$ cat src/rtl/sensor_pkg.sv
// Shared types and constants for the sensor conditioning stage.
package sensor_pkg;

    typedef enum logic [2:0] {IDLE, ARMED, ACTIVE, RELEASE, FAULT} cond_state_t;

    localparam int SYNC_STAGES = 2;

endpackage

$ cat src/rtl/sensor_conditioner_if.sv
// Link between the conditioner and the downstream filter.
interface sensor_conditioner_if;

    logic start;
    logic sensor;
    logic actuator_fb;

    modport master (output start, output sensor, input actuator_fb);
    modport slave  (input start, input sensor, output actuator_fb);

endinterface

$ cat src/rtl/sensor_conditioner_sync2.sv
// Multi-flop synchroniser for a single asynchronous bit; resets to 0.
module sync2
    import sensor_pkg::*;
(
    input  logic clk,
    input  logic rst_n,
    input  logic d,
    output logic q
);

    logic [SYNC_STAGES-1:0] sync_q;
    logic [SYNC_STAGES-1:0] sync_d;

    always_comb begin
        sync_d = {sync_q[SYNC_STAGES-2:0], d};
    end

    always_ff @(posedge clk or negedge rst_n) begin
        if (!rst_n) begin
            sync_q <= '0;
        end else begin
            sync_q <= sync_d;
        end
    end

    assign q = sync_q[SYNC_STAGES-1];

endmodule

$ cat src/rtl/sensor_conditioner.sv
// Debounces the raw sensor, counts rejected glitches and sequences Start
// against the filter's Actuator feedback, with a response timeout.
module sensor_conditioner
    import sensor_pkg::*;
#(
    parameter int DEBOUNCE = 4,
    parameter int TIMEOUT  = 64,
    parameter int GCNT_W   = 8
) (
    input  logic                   clk,
    input  logic                   rst_n,
    input  logic                   raw_sensor,
    input  logic                   arm,
    input  logic                   fault_clr,
    sensor_conditioner_if.master   filt,
    output logic                   busy,
    output logic                   fault,
    output logic [GCNT_W-1:0]      glitch_cnt
);

    localparam int DB_W = $clog2(DEBOUNCE + 1);
    localparam int TM_W = $clog2(TIMEOUT);

    logic raw_s;
    logic fb_s;

    sync2 u_sync_raw (.clk(clk), .rst_n(rst_n), .d(raw_sensor),       .q(raw_s));
    sync2 u_sync_fb  (.clk(clk), .rst_n(rst_n), .d(filt.actuator_fb), .q(fb_s));

    logic [DB_W-1:0]   run_q, run_d;
    logic              sensor_q, sensor_d;
    logic [GCNT_W-1:0] glitch_q, glitch_d;

    // A run that ends before reaching DEBOUNCE counts as one rejected glitch.
    always_comb begin
        run_d    = run_q;
        sensor_d = sensor_q;
        glitch_d = glitch_q;
        if (raw_s != sensor_q) begin
            if (run_q == DB_W'(DEBOUNCE - 1)) begin
                sensor_d = ~sensor_q;
                run_d    = '0;
            end else begin
                run_d = run_q + 1'b1;
            end
        end else begin
            run_d = '0;
            if (run_q != '0 && glitch_q != '1) begin
                glitch_d = glitch_q + 1'b1;
            end
        end
    end

    always_ff @(posedge clk or negedge rst_n) begin
        if (!rst_n) begin
            run_q    <= '0;
            sensor_q <= 1'b0;
            glitch_q <= '0;
        end else begin
            run_q    <= run_d;
            sensor_q <= sensor_d;
            glitch_q <= glitch_d;
        end
    end

    cond_state_t     state_q, state_d;
    logic [TM_W-1:0] timer_q, timer_d;
    logic            start_q, start_d;
    logic            busy_q, busy_d;
    logic            fault_q, fault_d;

    always_comb begin
        state_d = state_q;
        timer_d = timer_q;
        unique case (state_q)
            IDLE: begin
                if (arm) begin
                    state_d = ARMED;
                    timer_d = '0;
                end
            end
            ARMED: begin
                // Feedback takes priority over an expiring timer.
                if (fb_s) begin
                    state_d = ACTIVE;
                end else if (timer_q == TM_W'(TIMEOUT - 1)) begin
                    state_d = FAULT;
                end else begin
                    timer_d = timer_q + 1'b1;
                end
            end
            ACTIVE:  if (!sensor_q) state_d = RELEASE;
            RELEASE: if (!fb_s)     state_d = IDLE;
            FAULT:   if (fault_clr) state_d = IDLE;
            default: state_d = IDLE;
        endcase
        start_d = (state_d == ARMED) || (state_d == ACTIVE);
        busy_d  = (state_d != IDLE);
        fault_d = (state_d == FAULT);
    end

    always_ff @(posedge clk or negedge rst_n) begin
        if (!rst_n) begin
            state_q <= IDLE;
            timer_q <= '0;
            start_q <= 1'b0;
            busy_q  <= 1'b0;
            fault_q <= 1'b0;
        end else begin
            state_q <= state_d;
            timer_q <= timer_d;
            start_q <= start_d;
            busy_q  <= busy_d;
            fault_q <= fault_d;
        end
    end

    assign filt.start  = start_q;
    assign filt.sensor = sensor_q;
    assign busy        = busy_q;
    assign fault       = fault_q;
    assign glitch_cnt  = glitch_q;

endmodule

$ cat src/flat_wrapper.sv
// flat-port wrapper written by rule: the top's interface ports become plain ports
module sensor_conditioner_flat import sensor_pkg::*;
#(
    parameter int DEBOUNCE = 4,
    parameter int TIMEOUT  = 64,
    parameter int GCNT_W   = 8
)
  (clk, rst_n, raw_sensor, arm, fault_clr, busy, fault, glitch_cnt, filt_start, filt_sensor, filt_actuator_fb);
  sensor_conditioner_if filt_i ();
  input  logic clk;
  input  logic rst_n;
  input  logic raw_sensor;
  input  logic arm;
  input  logic fault_clr;
  output logic busy;
  output logic fault;
  output logic [GCNT_W-1:0] glitch_cnt;
  output wire logic [$bits(filt_i.start)-1:0] filt_start;
  output wire logic [$bits(filt_i.sensor)-1:0] filt_sensor;
  input wire logic [$bits(filt_i.actuator_fb)-1:0] filt_actuator_fb;
  assign filt_start = filt_i.start;
  assign filt_sensor = filt_i.sensor;
  assign filt_i.actuator_fb = filt_actuator_fb;
  sensor_conditioner #(.DEBOUNCE(DEBOUNCE), .TIMEOUT(TIMEOUT), .GCNT_W(GCNT_W)) u_core (.clk(clk), .rst_n(rst_n), .raw_sensor(raw_sensor), .arm(arm), .fault_clr(fault_clr), .filt(filt_i), .busy(busy), .fault(fault), .glitch_cnt(glitch_cnt));
endmodule
$ cat config.mk
export PLATFORM = sky130hd
export DESIGN_NAME = sensor_conditioner_flat
export DESIGN_NICKNAME = d
export VERILOG_FILES = /design/src/rtl/sensor_pkg.sv /design/src/rtl/sensor_conditioner_if.sv /design/src/rtl/sensor_conditioner_sync2.sv /design/src/rtl/sensor_conditioner.sv /design/src/flat_wrapper.sv
export SDC_FILE = /design/constraint.sdc
export NUM_CORES = 1
export LEC_CHECK = 0
export CAP_MARGIN = 5
export CORE_MARGIN = 2
export CORE_UTILIZATION = 55
export CTS_BUF_LIST = sky130_fd_sc_hd__clkbuf_4 sky130_fd_sc_hd__clkbuf_8
export CTS_CLUSTER_DIAMETER = 60
export DETAILED_ROUTE_END_ITERATION = 7
export GPL_TIMING_DRIVEN = 0
export HOLD_SLACK_MARGIN = 0.1
export PLACE_DENSITY = 0.79
export SETUP_SLACK_MARGIN = 0.4
export SYNTH_ARGS = -nofsm -noshare
export SYNTH_HDL_FRONTEND = slang
export SYNTH_SLANG_ARGS = --single-unit
export TNS_END_PERCENT = 30
$ cat constraint.sdc
create_clock -name clk -period 2 [get_ports clk]
set_input_delay 0.4 -clock clk [delete_from_list [all_inputs] [get_ports clk]]
set_output_delay 0.4 -clock clk [all_outputs]
set_load 0.02 [all_outputs]
Figure 1. Routed clock nets over the placement.
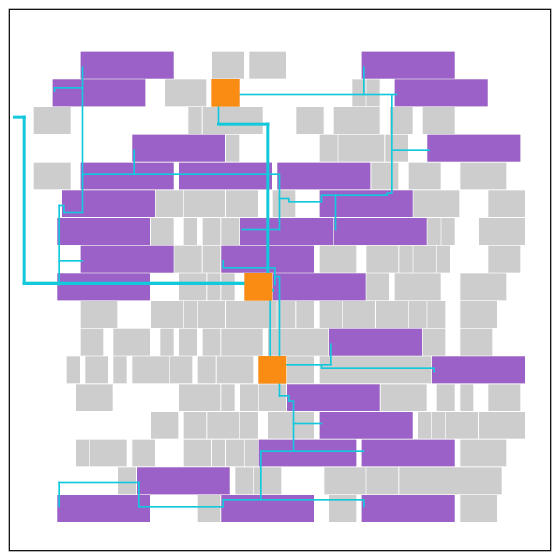
Key: clock wires = cyan [length 283 microns]; flip-flops = purple [count 28]; clock drivers = orange [count 3]
There are 4 routed clock nets.

==> flow_summary_export.csv <==
group,metric,value,unit
outcome,outcome,"finished clean",
global_route,antenna_found_initial,0,
logic_synthesis,top_cell,"dfrtp_1",
setup_path,crit_path_start_kind,"flop",
cells_and_area,num_antenna_cells,0,
clock_tree,numCtsBuffers,3,
logic_synthesis,synthArstFlopShare,1.00,
setup_path,cp-startpoint,"u_core.fault$_DFF_PN0_",
floorplan,fp_util,0.592,
route,vias_per_cell,5.86,
floorplan,rows,17,
logic_synthesis,syn_avg_cell_area,11.1,sq um
cells_and_area,finalNonFillerCells,172,
setup_path,crit_arrival,1.28,ns
setup_path,max_stage_delay,0.60,ns
global_route,grt_pass1_vias,938,
power,leakage,0.796,nW
sta,slew_violations,0,
place,dp_cells,164,
route,drc_errors,0,
setup_path,crit_chain,"clkdlybuf4s50_1",
cells_and_area,drive_gt1_frac,0.153,
place,dp_hpwl,1640,microns
clock_tree,cts-hold-fix-buffers,0,
place,gp_congestion,0.901,
global_route,grt_max_degree,29,
sta,clock_skew,0.00282,ns
floorplan,chip_area,2810,sq um
setup_path,reg2reg_depth,5,
setup_path,r2r_end,"u_core.busy$_DFF_PN0_",
min_path,min-delay-path-class,"input port to async pin",
cells_and_area,final_cell_mix,"dfrtp_1, nand2_1, clkdlybuf4s50_1",
flow_run,drv_cap,0,
place,place_ws,0.0531,ns
power,vdd_drop_max,0.994,mV
logic_synthesis,ys_cells,119,
sta,max_slew_margin,0.711,
clock_tree,tritoncts,"done",
route,drtAntennaViolNets,0,
setup_path,crit_type,"flop to output port",
setup_path,crit_cells,1,
floorplan,core_area,2230,sq um
route,num_vias,1008,
logic_synthesis,synth.cell_area,1320,sq um
setup_path,crit_family,"buffers and inverters",
sta,setup_viol,0,
cells_and_area,final_core_util,0.741,
clock_tree,cts_resized,4,
clock_tree,clk_pin_slew,0.14,ns
sta,grt_setup_unrepaired,"true",
sta,fin_tns_setup,0,ns
cells_and_area,largest_reg_flops,8,
cells_and_area,num-nets-final,155,
cells_and_area,design_area,1660,sq um
place,placed_cell_area,1530,sq um
clock_tree,post_cts.repair.setup_buffers,0,
power,powerDensity,1280,nW/um^2
setup_path,rr_startpoint,"u_core.timer_q[1]$_DFFE_PN0P_",
route,drt_wl_total,2450,microns
cells_and_area,layout_top_cell,"dfrtp_1",
logic_synthesis,ys_warn_count,0,
clock_tree,clock_latency,0.32,ns
global_route,grt.overflow.total,0,
Figure 2. Cell sizes after repair.
Bar = 20 microns.
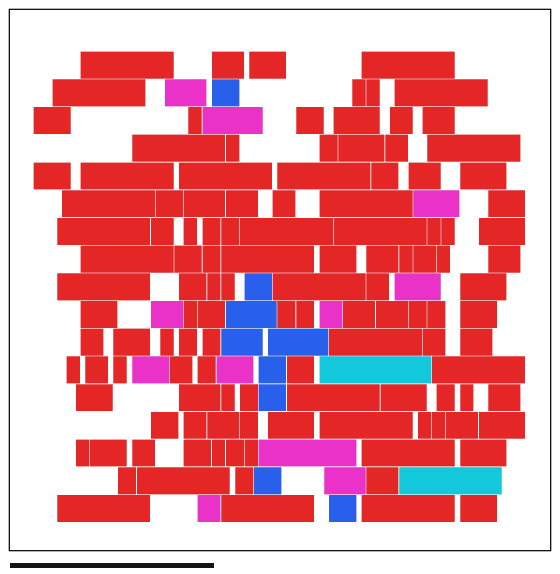
Key: _0 and _1 cells = red [cells 122, most used dfrtp_1]; _6 and larger = cyan [cells 2]; _2 cells = magenta [cells 11, most used mux2_2]; _3 and _4 cells = blue [cells 9]

-- report_power, final --
part	internal, mW	switching, mW
sequential	0.721	0.178
clock	0.203	0.158
combinational	0.401	0.462
-- kinds of logic after synthesis --
logic type	count (synthesis)	share of synthesized area
and+or+nand+nor	48	0.205
DFF	28	0.530
AOI/OAI and AO/OA	20	0.111
xor gates and xnor gates	8	0.0587
buffers and inverters	6	0.0170
muxes	5	0.0398
adders and majority gates	4	0.0379
-- worst min path at each step --
stage | from | to | slack [ns]
3_3_place_gp | u_core.u_sync_raw.sync_q[0]$_DFF_PN0_ | u_core.u_sync_raw.sync_q[1]$_DFF_PN0_ | 0.33
2_1_floorplan | rst_n | u_core.busy$_DFF_PN0_ | 0.10
4_1_cts | u_core.u_sync_raw.sync_q[0]$_DFF_PN0_ | u_core.u_sync_raw.sync_q[1]$_DFF_PN0_ | 0.38
5_1_grt | rst_n | u_core.glitch_cnt[0]$_DFFE_PN0P_ | 0.36
3_5_place_dp | u_core.u_sync_fb.sync_q[0]$_DFF_PN0_ | u_core.u_sync_fb.sync_q[1]$_DFF_PN0_ | 0.34
6_report | rst_n | u_core.glitch_cnt[0]$_DFFE_PN0P_ | 0.36
-- per-layer routing --
metal	global-route usage	vias up	routed length, microns
met3	0.0339	11	141
li1	-	474	-
met1	0.248	479	1040
met4	0.0897	0	76
met2	0.346	44	1190
met5	0	-	0
-- area by class of cell --
| type | count | area (sq um) |
|---|---|---|
| Clock inverter | 1 | 30.0 |
| Multi-Input combinational cell | 85 | 616 |
| Tap cell | 28 | 35.0 |
| Sequential cell | 28 | 702 |
| Inverter | 6 | 22.5 |
| Clock buffer | 3 | 22.5 |
| Timing Repair Buffer | 21 | 228 |
| Fill cell | 148 | 578 |
Power figures rest on the tool's default switching activity, not on a simulated workload.
